[src/rtl/apb_master_ctrl_pkg.sv]
// Shared types and constants for the APB master controller.
// Address map, slave selects and FSM state encoding.
package apb_ctrl_pkg;

  localparam int PSEL_W = 3;

  typedef enum logic [1:0] {
    IDLE,
    SETUP,
    ACCESS,
    RESP
  } state_t;

  localparam logic [31:0] S0_BASE  = 32'h8000_0000;
  localparam logic [31:0] S0_LIMIT = 32'h83FF_FFFF;
  localparam logic [31:0] S1_BASE  = 32'h8400_0000;
  localparam logic [31:0] S1_LIMIT = 32'h87FF_FFFF;
  localparam logic [31:0] S2_BASE  = 32'h8800_0000;
  localparam logic [31:0] S2_LIMIT = 32'h8BFF_FFFF;

  localparam logic [PSEL_W-1:0] PSEL_NONE = 3'b000;
  localparam logic [PSEL_W-1:0] PSEL_S0   = 3'b001;
  localparam logic [PSEL_W-1:0] PSEL_S1   = 3'b010;
  localparam logic [PSEL_W-1:0] PSEL_S2   = 3'b100;

  function automatic logic in_range(
    input logic [31:0] a,
    input logic [31:0] lo,
    input logic [31:0] hi
  );
    return (a >= lo) && (a <= hi);
  endfunction

endpackage

[src/rtl/apb_master_ctrl_if.sv]
// Request/response handshake plus APB bus signals.
// master = controller view, slave = requester/APB-side view.
interface apb_master_ctrl_if;
  import apb_ctrl_pkg::*;

  logic              req_valid;
  logic              req_ready;
  logic              req_write;
  logic [31:0]       req_addr;
  logic [31:0]       req_wdata;
  logic              rsp_valid;
  logic [31:0]       rsp_rdata;
  logic              rsp_err;
  logic              pwrite;
  logic              penable;
  logic [PSEL_W-1:0] psel;
  logic [31:0]       paddr;
  logic [31:0]       pwdata;
  logic [31:0]       prdata;
  logic              pready;

  modport master (
    input  req_valid, req_write, req_addr, req_wdata,
    input  prdata, pready,
    output req_ready, rsp_valid, rsp_rdata, rsp_err,
    output pwrite, penable, psel, paddr, pwdata
  );

  modport slave (
    output req_valid, req_write, req_addr, req_wdata,
    output prdata, pready,
    input  req_ready, rsp_valid, rsp_rdata, rsp_err,
    input  pwrite, penable, psel, paddr, pwdata
  );
endinterface

[src/rtl/apb_master_ctrl_addr_decode.sv]
// Combinational address decoder: address to one-hot select.
// Anything outside the three windows is reported as a miss.
module apb_addr_decode
  import apb_ctrl_pkg::*;
(
  input  logic [31:0]       addr,
  output logic              hit,
  output logic [PSEL_W-1:0] psel
);

  logic in_s0;
  logic in_s1;
  logic in_s2;

  assign in_s0 = in_range(addr, S0_BASE, S0_LIMIT);
  assign in_s1 = in_range(addr, S1_BASE, S1_LIMIT);
  assign in_s2 = in_range(addr, S2_BASE, S2_LIMIT);

  // windows are disjoint, so at most one match
  always_comb begin
    hit  = 1'b0;
    psel = PSEL_NONE;
    unique case (1'b1)
      in_s0: begin hit = 1'b1; psel = PSEL_S0; end
      in_s1: begin hit = 1'b1; psel = PSEL_S1; end
      in_s2: begin hit = 1'b1; psel = PSEL_S2; end
      default: ;
    endcase
  end

endmodule

[src/rtl/apb_master_ctrl.sv]
// APB side sequencer of the AHB2APB bridge.
// One request at a time: SETUP, ACCESS with timeout, one-cycle RESP.
module apb_master_ctrl
  import apb_ctrl_pkg::*;
#(
  parameter int TIMEOUT = 16,
  parameter int CNT_W   = 5
) (
  input  logic              hclk,
  input  logic              hreset,
  apb_master_ctrl_if.master bus
);

  localparam logic [CNT_W-1:0] CNT_LAST = CNT_W'(TIMEOUT - 1);

  state_t            state_q, state_n;
  logic [CNT_W-1:0]  cnt_q, cnt_n;
  logic [PSEL_W-1:0] psel_q, psel_n;
  logic              pen_q, pen_n;
  logic              pwr_q, pwr_n;
  logic [31:0]       paddr_q, paddr_n;
  logic [31:0]       pwdata_q, pwdata_n;
  logic              rv_q, rv_n;
  logic [31:0]       rdata_q, rdata_n;
  logic              err_q, err_n;

  logic              dec_hit;
  logic [PSEL_W-1:0] dec_psel;

  apb_addr_decode u_dec (
    .addr (bus.req_addr),
    .hit  (dec_hit),
    .psel (dec_psel)
  );

  // next state and next registered outputs
  always_comb begin
    state_n  = state_q;
    cnt_n    = cnt_q;
    psel_n   = psel_q;
    pen_n    = pen_q;
    pwr_n    = pwr_q;
    paddr_n  = paddr_q;
    pwdata_n = pwdata_q;
    rv_n     = 1'b0;
    rdata_n  = rdata_q;
    err_n    = err_q;
    unique case (state_q)
      IDLE: begin
        if (bus.req_valid) begin
          if (dec_hit) begin
            state_n  = SETUP;
            psel_n   = dec_psel;
            pen_n    = 1'b0;
            pwr_n    = bus.req_write;
            paddr_n  = bus.req_addr;
            pwdata_n = bus.req_wdata;
          end else begin
            state_n = RESP;
            rv_n    = 1'b1;
            err_n   = 1'b1;
            rdata_n = '0;
          end
        end
      end
      SETUP: begin
        state_n = ACCESS;
        pen_n   = 1'b1;
      end
      ACCESS: begin
        if (bus.pready) begin
          state_n = RESP;
          psel_n  = PSEL_NONE;
          pen_n   = 1'b0;
          rv_n    = 1'b1;
          err_n   = 1'b0;
          rdata_n = pwr_q ? '0 : bus.prdata;
          cnt_n   = '0;
        end else if (cnt_q == CNT_LAST) begin
          state_n = RESP;
          psel_n  = PSEL_NONE;
          pen_n   = 1'b0;
          rv_n    = 1'b1;
          err_n   = 1'b1;
          rdata_n = '0;
          cnt_n   = '0;
        end else begin
          cnt_n = cnt_q + 1'b1;
        end
      end
      RESP: begin
        state_n = IDLE;
        cnt_n   = '0;
      end
      default: state_n = IDLE;
    endcase
  end

  // state and output registers, synchronous reset
  always_ff @(posedge hclk) begin
    if (hreset) begin
      state_q  <= IDLE;
      cnt_q    <= '0;
      psel_q   <= PSEL_NONE;
      pen_q    <= 1'b0;
      pwr_q    <= 1'b0;
      paddr_q  <= '0;
      pwdata_q <= '0;
      rv_q     <= 1'b0;
      rdata_q  <= '0;
      err_q    <= 1'b0;
    end else begin
      state_q  <= state_n;
      cnt_q    <= cnt_n;
      psel_q   <= psel_n;
      pen_q    <= pen_n;
      pwr_q    <= pwr_n;
      paddr_q  <= paddr_n;
      pwdata_q <= pwdata_n;
      rv_q     <= rv_n;
      rdata_q  <= rdata_n;
      err_q    <= err_n;
    end
  end

  assign bus.req_ready = (state_q == IDLE);
  assign bus.rsp_valid = rv_q;
  assign bus.rsp_rdata = rdata_q;
  assign bus.rsp_err   = err_q;
  assign bus.psel      = psel_q;
  assign bus.penable   = pen_q;
  assign bus.pwrite    = pwr_q;
  assign bus.paddr     = paddr_q;
  assign bus.pwdata    = pwdata_q;

endmodule

[src/flat_wrapper.sv]
// flat-port wrapper written by rule: the top's interface ports become plain ports
module apb_master_ctrl_flat import apb_ctrl_pkg::*;
#(
  parameter int TIMEOUT = 16,
  parameter int CNT_W   = 5
)
  (hclk, hreset, bus_req_valid, bus_req_write, bus_req_addr, bus_req_wdata, bus_prdata, bus_pready, bus_req_ready, bus_rsp_valid, bus_rsp_rdata, bus_rsp_err, bus_pwrite, bus_penable, bus_psel, bus_paddr, bus_pwdata);
  apb_master_ctrl_if bus_i ();
  input  logic hclk;
  input  logic hreset;
  input wire logic [$bits(bus_i.req_valid)-1:0] bus_req_valid;
  input wire logic [$bits(bus_i.req_write)-1:0] bus_req_write;
  input wire logic [$bits(bus_i.req_addr)-1:0] bus_req_addr;
  input wire logic [$bits(bus_i.req_wdata)-1:0] bus_req_wdata;
  input wire logic [$bits(bus_i.prdata)-1:0] bus_prdata;
  input wire logic [$bits(bus_i.pready)-1:0] bus_pready;
  output wire logic [$bits(bus_i.req_ready)-1:0] bus_req_ready;
  output wire logic [$bits(bus_i.rsp_valid)-1:0] bus_rsp_valid;
  output wire logic [$bits(bus_i.rsp_rdata)-1:0] bus_rsp_rdata;
  output wire logic [$bits(bus_i.rsp_err)-1:0] bus_rsp_err;
  output wire logic [$bits(bus_i.pwrite)-1:0] bus_pwrite;
  output wire logic [$bits(bus_i.penable)-1:0] bus_penable;
  output wire logic [$bits(bus_i.psel)-1:0] bus_psel;
  output wire logic [$bits(bus_i.paddr)-1:0] bus_paddr;
  output wire logic [$bits(bus_i.pwdata)-1:0] bus_pwdata;
  assign bus_i.req_valid = bus_req_valid;
  assign bus_i.req_write = bus_req_write;
  assign bus_i.req_addr = bus_req_addr;
  assign bus_i.req_wdata = bus_req_wdata;
  assign bus_i.prdata = bus_prdata;
  assign bus_i.pready = bus_pready;
  assign bus_req_ready = bus_i.req_ready;
  assign bus_rsp_valid = bus_i.rsp_valid;
  assign bus_rsp_rdata = bus_i.rsp_rdata;
  assign bus_rsp_err = bus_i.rsp_err;
  assign bus_pwrite = bus_i.pwrite;
  assign bus_penable = bus_i.penable;
  assign bus_psel = bus_i.psel;
  assign bus_paddr = bus_i.paddr;
  assign bus_pwdata = bus_i.pwdata;
  apb_master_ctrl #(.TIMEOUT(TIMEOUT), .CNT_W(CNT_W)) u_core (.hclk(hclk), .hreset(hreset), .bus(bus_i));
endmodule
[config.mk]
export PLATFORM = sky130hd
export DESIGN_NAME = apb_master_ctrl_flat
export DESIGN_NICKNAME = d
export VERILOG_FILES = /design/src/rtl/apb_master_ctrl_pkg.sv /design/src/rtl/apb_master_ctrl_if.sv /design/src/rtl/apb_master_ctrl_addr_decode.sv /design/src/rtl/apb_master_ctrl.sv /design/src/flat_wrapper.sv
export SDC_FILE = /design/constraint.sdc
export NUM_CORES = 1
export LEC_CHECK = 0
export CAP_MARGIN = 25
export CELL_PAD_IN_SITES_DETAIL_PLACEMENT = 1
export CELL_PAD_IN_SITES_GLOBAL_PLACEMENT = 1
export CORE_MARGIN = 2
export CORE_UTILIZATION = 30
export CTS_BUF_LIST = sky130_fd_sc_hd__clkbuf_8
export CTS_CLUSTER_SIZE = 28
export DETAILED_ROUTE_END_ITERATION = 12
export GPL_ROUTABILITY_DRIVEN = 0
export GPL_TIMING_DRIVEN = 0
export HOLD_SLACK_MARGIN = 0.1
export PLACE_DENSITY = 0.84
export SYNTH_ARGS = -nofsm -noshare
export SYNTH_HDL_FRONTEND = slang
export SYNTH_HIERARCHICAL = 1
export SYNTH_SLANG_ARGS = --single-unit
[constraint.sdc]
create_clock -name hclk -period 2.6 [get_ports hclk]
set_clock_uncertainty 0.15 [all_clocks]
set_input_delay 0.52 -clock hclk [delete_from_list [all_inputs] [get_ports hclk]]
set_output_delay 0.52 -clock hclk [all_outputs]
set_load 0.01 [all_outputs]
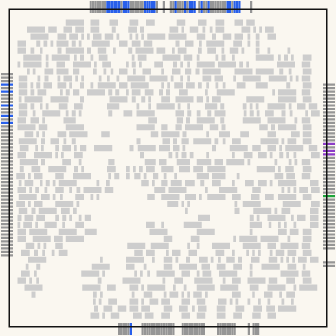
*I/O pins on the die edge*
Pins as bars across the die edge, other pins in grey.
bus_pwdata: marked blue, pins 32, direction output, edge 26 north, 5 west, 1 south. hreset: marked green, pins 1, direction input, edge east. bus_psel: marked purple, pins 3, direction output, edge east.
All pins by edge: 60 north, 53 west, 50 east, 42 south.

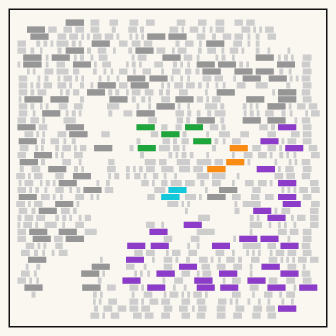
*Where the registers sit*
Other sequential cells in the stronger grey, the rest of the logic in the fainter grey.
u_core/state_q: marked cyan, sequential cells 2. u_core/bus.rsp_rdata: marked purple, sequential cells 32. u_core/cnt_q: marked green, sequential cells 5, where centre. u_core/bus.psel: marked orange, sequential cells 3.
Another 68 sequential cells are not coloured.

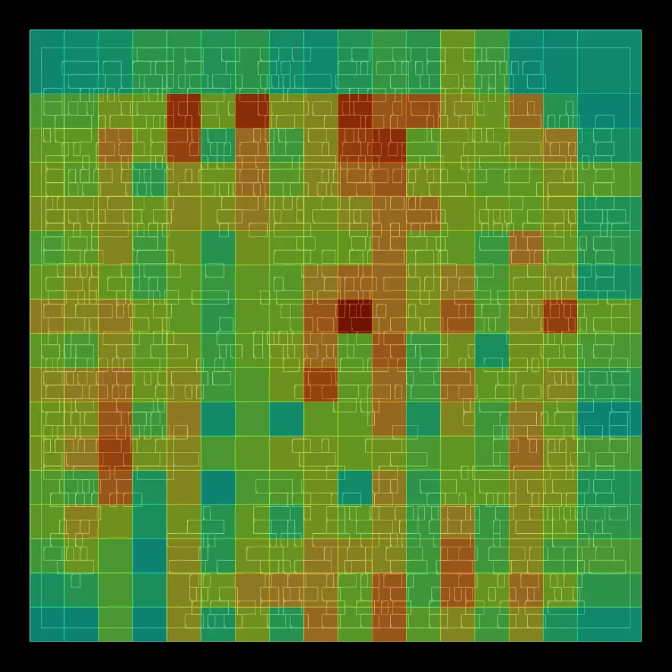
*Routing congestion map*
GR peak layer: met2
fin util: 0.485

==> summary.txt <==
Status: finished clean
Largest cell class: buffers
Hold Startpoint: u_core/bus.pwdata[8]$_SDFFE_PP0P_
H-tree depth: 3
Nets: 823
IO Pins: 205
N_taps: 180
Synthesized cell area: 0.00427 sq mm
Layout cells sized above 1: 0.0610
DRC Markers: 0
Setup TNS: 0 ns
Fin worst setup slack: 0.108 ns
NonClk Buf Share: 0.337
Fp_density: 0.307
Avg Cell Area, Syn: 8.50 sq um
Largest net degree at the start of global routing: 17
First DRT Iteration DRCs: 123
Critical Path RT: 2.75 ns
Async S/R FF share, synth: 0
Logic share of the area: 0.275
CP Capture Point: u_core/bus.paddr[24]$_SDFFE_PP0P_
GRT overflow: 0
Number of logic gates: 351
CTS tree: done
Tool warnings: 29
Yosys Chip Area: 0.00427 sq mm
First-pass GRT wire length: 22200 um
Mux cell area share: 0.0903
Antenna cells: 0
Worst endpoint data arrival time: 2.64 ns
Worst-Skew Late Latency: 0.38 ns
Combinational Area: 0.00185 sq mm
PnR Total Power: 3.93 mW
Crit path buf inv count: 3
Num CTS Buffers: 9
Mapped Nets: 608
DR vias: 4205
Worst VDD drop: 0.469 mV
RSZ-0062 raised after global routing: false
Reg2reg start: u_core/state_q[0]$_SDFFE_PP0P_
Period utilization: 0.958
Area growth syn-to-layout: 57.9%
Pre-antenna DRT Iters: 4
[Yosys cell counts, types with 3 or more instances]
cell,instances
inv_1,5
buf_2,10
nor3_1,4
a21oi_1,69
nand2_1,202
buf_12,3
mux2i_1,37
clkbuf_1,14
nand3_1,6
ha_1,5
dfxtp_1,110
buf_1,6
[report_power, final]
part | switching [mW] | internal (mW) | leakage (nW)
Clock | 0.573 | 0.364 | 0.0907
Combinational | 0.539 | 0.641 | 1.47
Sequential | 0.0476 | 1.77 | 0.888
[routing by layer]
metal,track usage,wire length (um)
met1,0.211,5820
met2,0.333,7140
met4,0.0398,131
met3,0.0710,1060
met5,0,0
[timing repair]
action	4_1_cts	5_1_grt
endpoints found under the hold margin	0	0
resized	1	14
cloned	0	0
hold buffers	0	0
endpoints found under the setup margin	67	62
Power is estimated from default activity; no workload was simulated.
